**Met4 routing**

Drawn at 2 px/um. Supply wires on this layer in grey.
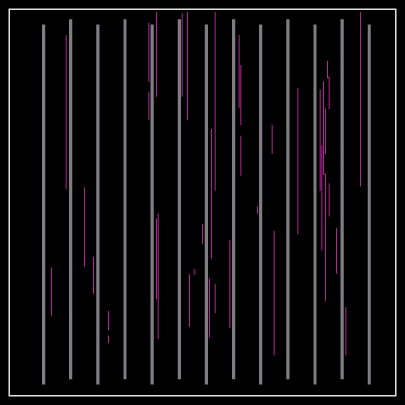
**Placement density heat map**

Drawn at 2 px/um. 19 x 19 tiles, from dark blue (low) to red (high), 0 to 100% covered.
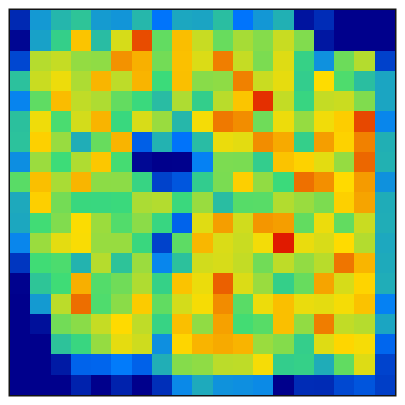
**Wires at chosen ports, followed through buffers**

Drawn at 1.5 px/um.
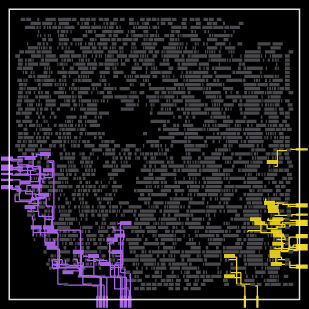
## config.mk

```make
export PLATFORM = sky130hd
export DESIGN_NAME = sobel_window_feeder_flat
export DESIGN_NICKNAME = d
export VERILOG_FILES = /design/src/rtl/sobel_window_feeder_if.sv /design/src/rtl/sobel_window_feeder.sv /design/src/flat_wrapper.sv
export SDC_FILE = /design/constraint.sdc
export NUM_CORES = 1
export LEC_CHECK = 0
export CORE_MARGIN = 3
export CORE_UTILIZATION = 46
export CTS_BUF_LIST = sky130_fd_sc_hd__clkbuf_4 sky130_fd_sc_hd__clkbuf_8 sky130_fd_sc_hd__clkbuf_16
export CTS_CLUSTER_DIAMETER = 100
export DETAILED_ROUTE_END_ITERATION = 6
export GPL_TIMING_DRIVEN = 1
export PLACE_DENSITY = 0.68
export SLEW_MARGIN = 20
export SYNTH_ARGS = -nofsm -noshare
export SYNTH_HDL_FRONTEND = slang
export SYNTH_SLANG_ARGS = --single-unit
```

## constraint.sdc

```tcl
create_clock -name clk -period 4.45 [get_ports clk]
set_clock_uncertainty 0.05 [all_clocks]
set_input_delay 1.1125 -clock clk [delete_from_list [all_inputs] [get_ports clk]]
set_output_delay 1.1125 -clock clk [all_outputs]
set_load 0.005 [all_outputs]
```

## src/rtl/sobel_window_feeder_if.sv

```systemverilog
// Handshake/bus bundle between the frame sequencer and its pixel memory,
// gradient core and result memory.
interface sobel_window_feeder_if #(
    parameter int unsigned PIX_W  = 16,
    parameter int unsigned RES_W  = 16,
    parameter int unsigned ADDR_W = 20
);
    logic              go;
    logic              busy;
    logic              done;
    logic              rd_en;
    logic [ADDR_W-1:0] rd_addr;
    logic [PIX_W-1:0]  rd_data;
    logic [PIX_W-1:0]  px11, px21, px31, px12, px22, px32, px13, px23, px33;
    logic              start;
    logic              data_occur;
    logic [RES_W-1:0]  dxy;
    logic              wr_en;
    logic [ADDR_W-1:0] wr_addr;
    logic [RES_W-1:0]  wr_data;
    logic [15:0]       miss_count;

    modport master (
        input  go, rd_data, data_occur, dxy,
        output busy, done, rd_en, rd_addr,
        output px11, px21, px31, px12, px22, px32, px13, px23, px33,
        output start, wr_en, wr_addr, wr_data, miss_count
    );

    modport slave (
        output go, rd_data, data_occur, dxy,
        input  busy, done, rd_en, rd_addr,
        input  px11, px21, px31, px12, px22, px32, px13, px23, px33,
        input  start, wr_en, wr_addr, wr_data, miss_count
    );
endinterface

```

## src/rtl/sobel_window_feeder.sv

```systemverilog
// Frame sequencer: reads 3x3 windows from pixel memory, fires the gradient
// core once per window and stores each result at its window index.
module sobel_window_feeder #(
    parameter int unsigned NUM_WORDS = 589824,
    parameter int unsigned PIX_W     = 16,
    parameter int unsigned RES_W     = 16,
    parameter int unsigned ADDR_W    = 20,
    parameter int unsigned TIMEOUT   = 16
) (
    input logic                   clk,
    input logic                   reset,
    sobel_window_feeder_if.master bus
);
    localparam int unsigned TO_W       = (TIMEOUT > 1) ? $clog2(TIMEOUT) : 1;
    localparam bit          HAS_WINDOW = (NUM_WORDS >= 9);

    typedef enum logic [2:0] {IDLE, FETCH, LAST, FIRE, WAIT, WRITE} state_t;

    state_t            state;
    logic [ADDR_W-1:0] base;
    logic [ADDR_W-1:0] win;
    logic [3:0]        cnt;
    logic [TO_W-1:0]   wcnt;
    logic [PIX_W-1:0]  stage [0:7];
    logic              last_window_c;

    // Next window would need words base+9 .. base+17; stop if that runs past the frame.
    assign last_window_c = (64'(base) + 64'd18) > 64'(NUM_WORDS);

    always_ff @(posedge clk) begin
        if (!reset) begin
            state           <= IDLE;
            base            <= '0;
            win             <= '0;
            cnt             <= '0;
            wcnt            <= '0;
            for (int i = 0; i < 8; i++) stage[i] <= '0;
            bus.busy        <= 1'b0;
            bus.done        <= 1'b0;
            bus.rd_en       <= 1'b0;
            bus.rd_addr     <= '0;
            bus.px11        <= '0;
            bus.px21        <= '0;
            bus.px31        <= '0;
            bus.px12        <= '0;
            bus.px22        <= '0;
            bus.px32        <= '0;
            bus.px13        <= '0;
            bus.px23        <= '0;
            bus.px33        <= '0;
            bus.start       <= 1'b0;
            bus.wr_en       <= 1'b0;
            bus.wr_addr     <= '0;
            bus.wr_data     <= '0;
            bus.miss_count  <= '0;
        end else begin
            bus.start <= 1'b0;
            bus.done  <= 1'b0;
            bus.wr_en <= 1'b0;

            case (state)
                IDLE: begin
                    if (bus.go) begin
                        base           <= '0;
                        win            <= '0;
                        bus.miss_count <= '0;
                        if (HAS_WINDOW) begin
                            state       <= FETCH;
                            cnt         <= '0;
                            bus.busy    <= 1'b1;
                            bus.rd_en   <= 1'b1;
                            bus.rd_addr <= '0;
                        end else begin
                            bus.done <= 1'b1;
                        end
                    end
                end

                // Word issued on cycle cnt-1 returns on cycle cnt.
                FETCH: begin
                    if (cnt != 4'd0) stage[3'(cnt - 4'd1)] <= bus.rd_data;
                    if (cnt == 4'd8) begin
                        bus.rd_en <= 1'b0;
                        state     <= LAST;
                    end else begin
                        cnt         <= cnt + 4'd1;
                        bus.rd_addr <= bus.rd_addr + ADDR_W'(1);
                    end
                end

                // Column-major packing; word 8 is still on the read bus.
                LAST: begin
                    bus.px11  <= stage[0];
                    bus.px21  <= stage[1];
                    bus.px31  <= stage[2];
                    bus.px12  <= stage[3];
                    bus.px22  <= stage[4];
                    bus.px32  <= stage[5];
                    bus.px13  <= stage[6];
                    bus.px23  <= stage[7];
                    bus.px33  <= bus.rd_data;
                    bus.start <= 1'b1;
                    state     <= FIRE;
                end

                FIRE: begin
                    wcnt  <= '0;
                    state <= WAIT;
                end

                WAIT: begin
                    if (bus.data_occur) begin
                        bus.wr_data <= bus.dxy;
                        bus.wr_en   <= 1'b1;
                        bus.wr_addr <= win;
                        state       <= WRITE;
                    end else if (wcnt == TO_W'(TIMEOUT - 1)) begin
                        if (bus.miss_count != 16'hFFFF) bus.miss_count <= bus.miss_count + 16'd1;
                        win  <= win + ADDR_W'(1);
                        base <= base + ADDR_W'(9);
                        if (last_window_c) begin
                            state    <= IDLE;
                            bus.busy <= 1'b0;
                            bus.done <= 1'b1;
                        end else begin
                            state       <= FETCH;
                            cnt         <= '0;
                            bus.rd_en   <= 1'b1;
                            bus.rd_addr <= base + ADDR_W'(9);
                        end
                    end else begin
                        wcnt <= wcnt + TO_W'(1);
                    end
                end

                WRITE: begin
                    win  <= win + ADDR_W'(1);
                    base <= base + ADDR_W'(9);
                    if (last_window_c) begin
                        state    <= IDLE;
                        bus.busy <= 1'b0;
                        bus.done <= 1'b1;
                    end else begin
                        state       <= FETCH;
                        cnt         <= '0;
                        bus.rd_en   <= 1'b1;
                        bus.rd_addr <= base + ADDR_W'(9);
                    end
                end

                default: begin
                    state    <= IDLE;
                    bus.busy <= 1'b0;
                end
            endcase
        end
    end
endmodule

```

## src/flat_wrapper.sv

```systemverilog
// flat-port wrapper written by rule: the top's interface ports become plain ports
module sobel_window_feeder_flat 
#(
    parameter int unsigned NUM_WORDS = 589824,
    parameter int unsigned PIX_W     = 16,
    parameter int unsigned RES_W     = 16,
    parameter int unsigned ADDR_W    = 20,
    parameter int unsigned TIMEOUT   = 16
)
  (clk, reset, bus_go, bus_rd_data, bus_data_occur, bus_dxy, bus_busy, bus_done, bus_rd_en, bus_rd_addr, bus_px11, bus_px21, bus_px31, bus_px12, bus_px22, bus_px32, bus_px13, bus_px23, bus_px33, bus_start, bus_wr_en, bus_wr_addr, bus_wr_data, bus_miss_count);
  sobel_window_feeder_if #(.PIX_W(PIX_W), .RES_W(RES_W), .ADDR_W(ADDR_W)) bus_i ();
  input logic clk;
  input logic reset;
  input wire logic [$bits(bus_i.go)-1:0] bus_go;
  input wire logic [$bits(bus_i.rd_data)-1:0] bus_rd_data;
  input wire logic [$bits(bus_i.data_occur)-1:0] bus_data_occur;
  input wire logic [$bits(bus_i.dxy)-1:0] bus_dxy;
  output wire logic [$bits(bus_i.busy)-1:0] bus_busy;
  output wire logic [$bits(bus_i.done)-1:0] bus_done;
  output wire logic [$bits(bus_i.rd_en)-1:0] bus_rd_en;
  output wire logic [$bits(bus_i.rd_addr)-1:0] bus_rd_addr;
  output wire logic [$bits(bus_i.px11)-1:0] bus_px11;
  output wire logic [$bits(bus_i.px21)-1:0] bus_px21;
  output wire logic [$bits(bus_i.px31)-1:0] bus_px31;
  output wire logic [$bits(bus_i.px12)-1:0] bus_px12;
  output wire logic [$bits(bus_i.px22)-1:0] bus_px22;
  output wire logic [$bits(bus_i.px32)-1:0] bus_px32;
  output wire logic [$bits(bus_i.px13)-1:0] bus_px13;
  output wire logic [$bits(bus_i.px23)-1:0] bus_px23;
  output wire logic [$bits(bus_i.px33)-1:0] bus_px33;
  output wire logic [$bits(bus_i.start)-1:0] bus_start;
  output wire logic [$bits(bus_i.wr_en)-1:0] bus_wr_en;
  output wire logic [$bits(bus_i.wr_addr)-1:0] bus_wr_addr;
  output wire logic [$bits(bus_i.wr_data)-1:0] bus_wr_data;
  output wire logic [$bits(bus_i.miss_count)-1:0] bus_miss_count;
  assign bus_i.go = bus_go;
  assign bus_i.rd_data = bus_rd_data;
  assign bus_i.data_occur = bus_data_occur;
  assign bus_i.dxy = bus_dxy;
  assign bus_busy = bus_i.busy;
  assign bus_done = bus_i.done;
  assign bus_rd_en = bus_i.rd_en;
  assign bus_rd_addr = bus_i.rd_addr;
  assign bus_px11 = bus_i.px11;
  assign bus_px21 = bus_i.px21;
  assign bus_px31 = bus_i.px31;
  assign bus_px12 = bus_i.px12;
  assign bus_px22 = bus_i.px22;
  assign bus_px32 = bus_i.px32;
  assign bus_px13 = bus_i.px13;
  assign bus_px23 = bus_i.px23;
  assign bus_px33 = bus_i.px33;
  assign bus_start = bus_i.start;
  assign bus_wr_en = bus_i.wr_en;
  assign bus_wr_addr = bus_i.wr_addr;
  assign bus_wr_data = bus_i.wr_data;
  assign bus_miss_count = bus_i.miss_count;
  sobel_window_feeder #(.NUM_WORDS(NUM_WORDS), .PIX_W(PIX_W), .RES_W(RES_W), .ADDR_W(ADDR_W), .TIMEOUT(TIMEOUT)) u_core (.clk(clk), .reset(reset), .bus(bus_i));
endmodule
```

==> notes.md <==
Update from the flow run.

The run finished with clean final reports. The min-delay analysis places its worst path in the category flip-flop to flip-flop. The first-pass GRT wire length is 67.23 mm. The yosys synthesis warning count is 0. The power report shows net switching accounting for between 20% and 30% of the total. The placement summary gives the final routability congestion estimate as approximately 0.86.

The report shows a maximum critical-path fanout of 21. Looking at the gate-level netlist, the highest instance count belongs to sky130_fd_sc_hd__nand2_1. Data on the critical path is required at its endpoint by approximately 4.8 ns. The synthesized design contains roughly 130 enable-type register cells. The internal power of the cells is roughly 6.5 mW. The post-route DRC violation count is 0. The clock tree from TritonCTS is yes. After layout, the inverter instance count without clock inverters stands at 15. The proportion of synthesized area in mux cells is 0.2033%. The fmax is about 280 MHz. The met1 routed wirelength after detailed routing is 18.47 mm. The design draws between 8 and 9 mW. For met2 alone, demand over resource in global routing was between 30% and 40%. The flow reports power dissipated in the clock network as 3.38 mW. The setup slack of the most critical reg-to-reg path is approximately 0.84 ns. In the final layout, the fill cell count is between 2k and 3k.

The count of different cell masters after synthesis is slightly below 70. The share of synthesized area in the top cell type comes to about a third. After detailed routing, the average wire length per cell comes to around 18 um. Max-slew check failures listed in the final report amount to 0. The post-layout period usage of the worst path is about four fifths. The count of endpoints failing setup in the final report is 0. Global routing put the most usage on met2.

The sequential standard cell area is just over 9000 um2. The max-cap check violation count is 0. Grouping non-sequential cells by family puts the most area in simple AND/OR/NAND/NOR gates.

The design received a total of between 400 and 500 well taps at floorplan. The launch point of the worst reg-to-reg path is u_core.base[2]$_SDFFE_PN0P_. The standard cell with the maximum stage delay on the critical path is sky130_fd_sc_hd__a31oi_4. The number of nets with antenna violations after detailed routing is 0.

Leaving out buffers and inverters, the combinational logic in the layout accounts for 6245 um2. The data-path buffer share of cell area in the final layout is a little over an eighth. The count of hold-fix buffers inserted at cts is 0. Per STA, the startpoint of the critical path is u_core.base[2]$_SDFFE_PN0P_.

The endpoint of the most critical setup path is u_core.bus.rd_addr[12]$_SDFFE_PN0P_. The final worst setup slack is between 0.8 and 0.9 ns. The worst flop-to-flop path endpoint is u_core.bus.rd_addr[12]$_SDFFE_PN0P_.

Setup repair after global routing left no endpoint under its margin. The number of buffers and inverters on the critical path is 0. The number of sequential cells in the layout is ~400. The share of synthesized registers carrying an async set or reset is 0%. The total combinational power is 1.48 mW. In the detailed route, the total length drawn on met2 is roughly 21 mm. The worst VDD IR drop from the latest analysis is about 0.28 mV. The antenna diode instance count is 1. Broken down by cell family, the worst path's largest delay share belongs to simple AND/OR/NAND/NOR gates. Walking the worst path, the cells encountered are ha_1 > a21oi_1 > or3_1 > or4b_1 > a31oi_1 > nand4_2 > a31oi_4 > o221ai_1 > nor3b_2. The number of placed cells counting well taps is 2355. Summing the areas of all compound-gate instances in the mapped netlist gives about an eighth of the synthesized area. The finished design was reported to have a net count of 1995.
Back to the opening pictures, 'met4 routing':
nets with wire on the layer = 25
main direction = vertical
share of all routed wire = 3.2%

Back to the opening pictures, 'placement density heat map':
emptiest ninth of the die = bottom left
nearly empty tiles = 6.4%
densest ninth of the die = right middle
final core occ: 59.77%
Initial Utilization: 47.25%

Back to the opening pictures, 'wires at chosen ports, followed through buffers':
yellow -> `bus_px32`  # bits 16, direction output, end cells 16, buffers 16, wire 370 um
purple -> `bus_rd_addr`  # bits 20, direction output, end cells 20, buffers 20, wire 1320 um

No activity file was given, so power comes from the tool's default toggle rates.
